===== src/rtl/kmer_hasher.sv =====
// -----------------------------------------------------------------------------
// kmer_hasher
//
// Feeds the bottom-k signature sorter. Takes a stream of 2-bit DNA bases
// (A=0, C=1, G=2, T=3), keeps a rolling k-mer, and produces one hashed
// signature plus the k-mer start index for every complete k-mer.
//
// Pipeline: kmer register -> stage 1 (seed xor + multiply) ->
// stage 2 (xor-fold) -> output. A base accepted on edge t shows up as a beat
// after edge t+2 when the consumer is ready. All stages share a single
// advance signal, so a stall at the output freezes the whole pipe.
//
// Ports
//   clock          rising-edge clock
//   reset          asynchronous, active-high; clears all state
//   base_in        base code
//   base_valid     base_in is valid
//   base_ready     block accepts a base this cycle (combinational from sig_ready)
//   seq_start      accepted base is base 0 of a new sequence
//   seq_last       accepted base is the final base of the sequence
//   signature_out  k-mer hash
//   index_out      start position of the k-mer in its sequence
//   sig_valid      signature_out/index_out valid
//   sig_ready      consumer accepts the beat
//   sig_last       beat is the final k-mer of the sequence
//   short_seq      sticky: last sequence ended before a full k-mer was seen
//   index_wrap     sticky: index counter wrapped in the current sequence
// -----------------------------------------------------------------------------
module kmer_hasher #(
    parameter int          KMER_LENGTH     = 16,
    parameter int          SIGNATURE_WIDTH = 32,
    parameter int          INDEX_WIDTH     = 10,
    parameter logic [31:0] HASH_SEED       = 32'h0,
    parameter logic [31:0] HASH_MULT       = 32'h9E3779B1
) (
    input  logic                       clock,
    input  logic                       reset,
    input  logic [1:0]                 base_in,
    input  logic                       base_valid,
    output logic                       base_ready,
    input  logic                       seq_start,
    input  logic                       seq_last,
    output logic [SIGNATURE_WIDTH-1:0] signature_out,
    output logic [INDEX_WIDTH-1:0]     index_out,
    output logic                       sig_valid,
    input  logic                       sig_ready,
    output logic                       sig_last,
    output logic                       short_seq,
    output logic                       index_wrap
);

    localparam int KW    = 2 * KMER_LENGTH;
    localparam int SW    = SIGNATURE_WIDTH;
    localparam int HALF  = SIGNATURE_WIDTH / 2;
    localparam int CNT_W = $clog2(KMER_LENGTH + 1);

    localparam logic [CNT_W-1:0] LAST_FILL = CNT_W'(KMER_LENGTH - 1);
    localparam logic [CNT_W-1:0] FULL_CNT  = CNT_W'(KMER_LENGTH);
    localparam logic [SW-1:0]    SEED_W    = SW'(HASH_SEED);
    localparam logic [SW-1:0]    MULT_W    = SW'(HASH_MULT);

    typedef enum logic [1:0] {
        ST_IDLE,
        ST_FILL,
        ST_STREAM
    } state_t;

    // Sequencing state
    state_t              state_q;
    logic [CNT_W-1:0]    cnt_q;
    logic [KW-1:0]       kmer_q;
    logic [INDEX_WIDTH-1:0] idx_q;
    logic                short_q;
    logic                wrap_q;

    // k-mer stage: kmer_q holds a fresh complete k-mer when kv_q is set
    logic                kv_q;
    logic [INDEX_WIDTH-1:0] kidx_q;
    logic                klast_q;

    // Hash stage 1
    logic                s1_valid_q;
    logic [SW-1:0]       s1_prod_q;
    logic [INDEX_WIDTH-1:0] s1_idx_q;
    logic                s1_last_q;

    // Hash stage 2 / output
    logic                s2_valid_q;
    logic [SW-1:0]       s2_sig_q;
    logic [INDEX_WIDTH-1:0] s2_idx_q;
    logic                s2_last_q;

    // Combinational helpers
    logic                adv;
    logic                accept;
    logic                emit;
    logic [KW-1:0]       kmer_shift_d;
    logic [SW-1:0]       s1_prod_d;
    logic [SW-1:0]       s2_sig_d;

    // The whole pipe moves together; it only stops when a beat is waiting
    // at the output and the consumer is not taking it.
    assign adv    = !s2_valid_q || sig_ready;
    assign accept = base_valid && adv;

    // A base completes a k-mer when it is the last fill base or we are
    // already streaming. seq_start always restarts the fill instead.
    assign emit = accept && !seq_start &&
                  ((state_q == ST_STREAM) ||
                   ((state_q == ST_FILL) && (cnt_q == LAST_FILL)));

    assign kmer_shift_d = {kmer_q[KW-3:0], base_in};
    assign s1_prod_d    = (SW'(kmer_q) ^ SEED_W) * MULT_W;
    assign s2_sig_d     = s1_prod_q ^ (s1_prod_q >> HALF);

    always_ff @(posedge clock or posedge reset) begin
        if (reset) begin
            state_q    <= ST_IDLE;
            cnt_q      <= '0;
            kmer_q     <= '0;
            idx_q      <= '0;
            short_q    <= 1'b0;
            wrap_q     <= 1'b0;
            kv_q       <= 1'b0;
            kidx_q     <= '0;
            klast_q    <= 1'b0;
            s1_valid_q <= 1'b0;
            s1_prod_q  <= '0;
            s1_idx_q   <= '0;
            s1_last_q  <= 1'b0;
            s2_valid_q <= 1'b0;
            s2_sig_q   <= '0;
            s2_idx_q   <= '0;
            s2_last_q  <= 1'b0;
        end else begin
            if (adv) begin
                kv_q       <= emit;
                kidx_q     <= idx_q;
                klast_q    <= emit && seq_last;
                s1_valid_q <= kv_q;
                s1_prod_q  <= s1_prod_d;
                s1_idx_q   <= kidx_q;
                s1_last_q  <= klast_q;
                s2_valid_q <= s1_valid_q;
                s2_sig_q   <= s2_sig_d;
                s2_idx_q   <= s1_idx_q;
                s2_last_q  <= s1_last_q;
            end

            if (accept) begin
                if (seq_start) begin
                    // New sequence from any state: old k-mer and flags go.
                    kmer_q <= KW'(base_in);
                    cnt_q  <= CNT_W'(1);
                    idx_q  <= '0;
                    wrap_q <= 1'b0;
                    if (seq_last) begin
                        short_q <= 1'b1;
                        state_q <= ST_IDLE;
                    end else begin
                        short_q <= 1'b0;
                        state_q <= ST_FILL;
                    end
                end else begin
                    case (state_q)
                        ST_FILL: begin
                            kmer_q <= kmer_shift_d;
                            if (cnt_q == LAST_FILL) begin
                                cnt_q   <= FULL_CNT;
                                state_q <= seq_last ? ST_IDLE : ST_STREAM;
                            end else begin
                                cnt_q <= cnt_q + 1'b1;
                                if (seq_last) begin
                                    short_q <= 1'b1;
                                    state_q <= ST_IDLE;
                                end
                            end
                        end
                        ST_STREAM: begin
                            kmer_q <= kmer_shift_d;
                            if (seq_last) begin
                                state_q <= ST_IDLE;
                            end
                        end
                        default: begin
                            // IDLE: bases outside a framed sequence are dropped
                        end
                    endcase
                end

                if (emit) begin
                    idx_q <= idx_q + 1'b1;
                    if (&idx_q) begin
                        wrap_q <= 1'b1;
                    end
                end
            end
        end
    end

    assign base_ready    = adv;
    assign sig_valid     = s2_valid_q;
    assign signature_out = s2_sig_q;
    assign index_out     = s2_idx_q;
    assign sig_last      = s2_last_q;
    assign short_seq     = short_q;
    assign index_wrap    = wrap_q;

endmodule


===== config.mk =====
export PLATFORM = sky130hd
export DESIGN_NAME = kmer_hasher
export DESIGN_NICKNAME = d
export VERILOG_FILES = /design/src/rtl/kmer_hasher.sv
export SDC_FILE = /design/constraint.sdc
export NUM_CORES = 1
export LEC_CHECK = 0
export ABC_AREA = 1
export CAP_MARGIN = 25
export CORE_MARGIN = 5
export CORE_UTILIZATION = 40
export DETAILED_ROUTE_END_ITERATION = 6
export GPL_ROUTABILITY_DRIVEN = 0
export SYNTH_ARGS = -nofsm -noshare
export SYNTH_HDL_FRONTEND = slang
export SYNTH_SLANG_ARGS = --single-unit

===== constraint.sdc =====
create_clock -name clock -period 8.2 [get_ports clock]
set_input_delay 2.46 -clock clock [delete_from_list [all_inputs] [get_ports clock]]
set_output_delay 2.46 -clock clock [all_outputs]
set_load 0.02 [all_outputs]

**Cell sizes after repair**

The bar under the picture is 50 µm long.
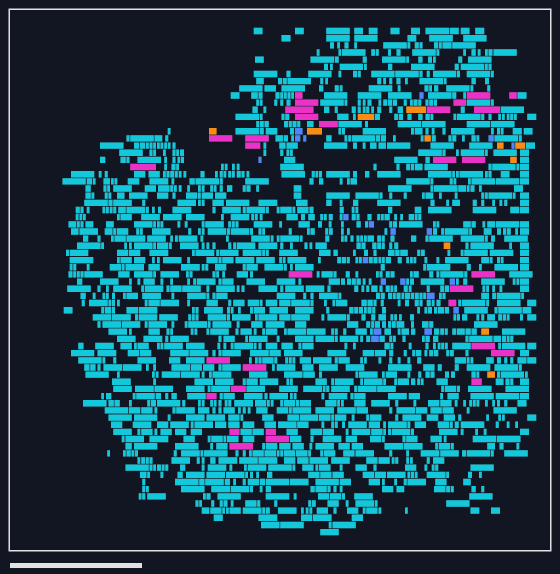
- cyan: x1 and smaller (cells 1678; share 96%)
- blue: x2 (cells 20; share 1.1%)
- orange: x3 and x4 (cells 11; share 0.63%)
- magenta: x6 and larger (cells 31; share 1.8%)
area added between synthesis and finish: 11.55%
post-layout instance area: 17000 µm²
number of ordinary and repair buffers in the finished layout: 59
setup slack of the critical path after layout: 1.363 ns

**Metal layers overlaid**

The bar under the picture is 50 µm long.
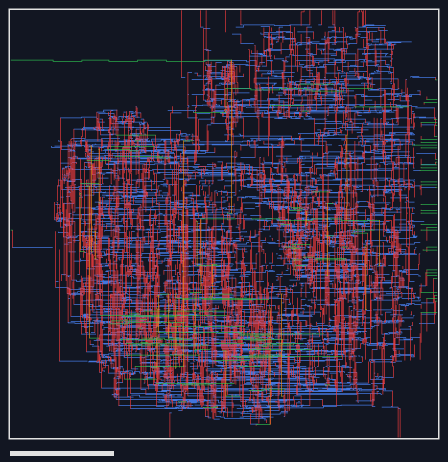
- blue: M1 (wire length 17300 µm)
- red: M2 (wire length 17900 µm)
- green: M3 (wire length 1730 µm)
- orange: M4 (wire length 857 µm)
aggregate global-route resource usage: 19.17%
Via Count: 10.91k
final routed wire length divided by cell count: 16.79 µm
aggregate routed wire length: 37800 µm

==> impl_metrics.csv <==
group,metric,value,unit
clock_tree,postCtsHoldBufs,0,
logic_synthesis,count_of_warnings_emitted_by_yosys,0,
min_path,hold_path.class,"reg -> reg",
logic_synthesis,synth_cell_area,15240,µm²
timing,final.min_clock_period,6.837,ns
floorplan,fp_util,40.46,%
placed_design,dp.final_hpwl,31410,µm
setup_path,worst-endpoint-required,8.58,ns
timing,setup-violations-final,0,
setup_path,critical_path.max_fanout,9,
global_routing,globalRoute.totalOverflow,0,
setup_path,critical_path.max_stage_delay,0.66,ns
setup_path,r2r_end,"s1_prod_q[24]",
floorplan,fp.dieW,205.2,µm
logic_synthesis,yosys-stat-cells,1676,
global_routing,via_count_of_the_first_global_routing_pass,11600,
floorplan,dieHeight,205.2,µm
routing,drt_drc_violations_left,0,
logic_synthesis,netlist.top_cell.by_instances,"inv_1",
setup_path,critPathCapture,"s1_prod_q[24]",
timing,max_freq,0.1463,GHz
global_routing,grt_pass1_wl,62330,µm
setup_path,cp_common_cell,"fa_1",
timing,timing_hold_violations_final,0,
logic_synthesis,postSynthAreaPerCell,9.094,µm²
setup_path,slowest_stage,"dfrtp_1",
logic_synthesis,synthArstFlopShare,100.0,%
power_and_ir_drop,total_power,3947,µW
floorplan,placementRows,71,
routing,drt_first_iter_violations,713,
timing,rsz0062_at_grt,"no",
clock_tree,tritoncts,"yes",
global_routing,grt.met2_usage,31.39,%
power_and_ir_drop,leakagePower,0.008866,µW
routing,detail-route-antenna-nets,0,
logic_synthesis,post_synthesis_cell_type_count,43,
logic_synthesis,numSynthFlops,151,
floorplan,core-area,37670,µm²
setup_path,timing.setup.critical_path_class,"reg -> reg",
final_layout,final_nets,2131,
routing,detail_route.vias_per_cell,4.848,
logic_synthesis,synth.cells.most_frequent,"inv_1, nand2_1, fa_1",
setup_path,timing.reg2reg.setup_slack,1.36,ns
job,timing.max_cap.violations,0,
clock_tree,clock_transition_at_the_registers_of_the_reported_paths,0.07,ns
global_routing,largest_net_degree_at_the_start_of_global_routing,93,
setup_path,rr_worst_depth,22,
setup_path,worstSetupEndpointType,"flip-flop",
routing,first_pass_iters,5,
routing,met3_routed_wl,1727,µm
routing,met2_wirelength,17880,µm
placed_design,placement.setup.worst_slack,1.387,ns
power_and_ir_drop,p_per_area,232.1,nW/µm²
final_layout,drive_above_1_share,3.563,%
job,tool_warnings,29,
routing,top_layer,"met4",
final_layout,antenna_cells_inserted,0,
global_routing,globalRouteMet1Util,26.13,%
status,status,"complete, no violations",
setup_path,timing.critical_path.from_type,"flip-flop",
global_routing,globalRoute.busiestLayer,"met2",
logic_synthesis,post_synth_tally_of_flip_flops_with_integrated_enable,0,
timing,hold_ws,0.4734,ns
global_routing,grtUsageMet3,3.719,%
clock_tree,max-clock-path-buffers,2,
final_layout,layout.core_utilization,45.14,%
logic_synthesis,top_cells_by_area,"fa_1, dfrtp_1, ha_1, inv_1, nand2_1",
logic_synthesis,syn_inst,1676,
final_layout,fillers,3655,
logic_synthesis,synth_area_leader_cell,"fa_1",
clock_tree,post_cts_resized,0,
setup_path,worst_setup_path_startpoint,"kmer_q[6]",
logic_synthesis,postSynth.topFlopCell,"dfrtp_1",
min_path,hold_path.startpoint,"s1_idx_q[9]",
clock_tree,clock-sinks,151,
logic_synthesis,synth_largest_type_area_fraction,26.80,%
timing,tns,0,ns
min_path,hold_path_end,"index_out[9]",
power_and_ir_drop,vdd.ir_drop.worst,0.0001228,V
setup_path,r2r_startpoint,"kmer_q[6]",
timing,slew_worst_pin,0.8688,ns
global_routing,number_of_antenna_violations_at_the_first_check_in_global_routing,0,
clock_tree,worst_skew_pair.late_latency,0.45,ns
**Clock routing**

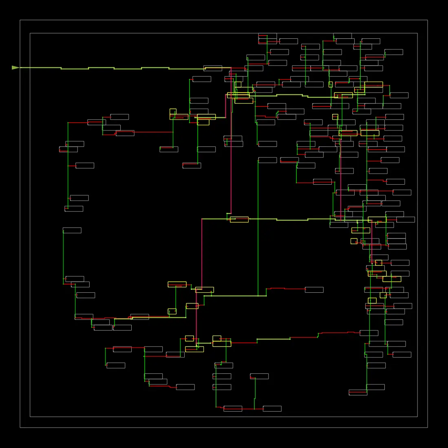
clock buffer count from CTS: 17
Clock buffer cells: 18
clock skew: 0.01470 ns

[critical path, delay by kind of cell, from the launching register on]
family | cells | cell delay, ns
buf+inv | 6 | 0.53
simple gates | 6 | 1.08
fa+ha+maj | 9 | 4.29
flops | 1 | 0.66
compound gates | 1 | 0.21
[kinds of logic (layout without fill, tap and decap cells)]
| family | Yosys count | in the layout | share of synthesized area (%) |
|---|---|---|---|
| DFF | 151 | 151 | 24.79 |
| and+or+nand+nor | 457 | 457 | 12.75 |
| buffers and inverters | 457 | 521 | 11.28 |
| adders and majority gates | 396 | 396 | 42.56 |
| AOI/OAI and AO/OA | 181 | 181 | 6.666 |
| xor gates and xnor gates | 34 | 34 | 1.954 |
[layout by cell type, fill, tap and decap left out, types with 45 or more instances in the layout]
cell	instances
dfrtp_1	151
inv_1	426
fa_1	204
nand3_1	48
a21oi_1	45
o21ai_0	76
nand2_1	310
nor2_1	46
clkdlybuf4s50_1	54
ha_1	192
[layout make-up]
| class | count | area, µm² | share of cell area [%] |
|---|---|---|---|
| clock inverters | 14 | 163.9 | 0.9641 |
| repair buffers | 59 | 618.1 | 3.636 |
| multi-input cells | 1068 | 9743 | 57.31 |
| well taps | 511 | 639.4 | 3.761 |
| flip-flops and latches | 151 | 3779 | 22.23 |
| inverters | 430 | 1619 | 9.523 |
| clock buffers | 18 | 439.2 | 2.583 |
[flip-flops by register name, indices dropped and copies added, names as in the netlist, 5 cells and up]
register / cells
cnt_q: 5
kidx_q: 10
signature_out: 32
s1_prod_q: 32
kmer_q: 32
idx_q: 10
index_out: 10
s1_idx_q: 10
[where the power goes]
part	internal [µW]	leakage, µW	switching (µW)
clock network	442	0.000294	375
registers	921	0.00197	143
logic	835	0.00660	1230
total	2200	0.00887	1750
Power is estimated from default activity; no workload was simulated.
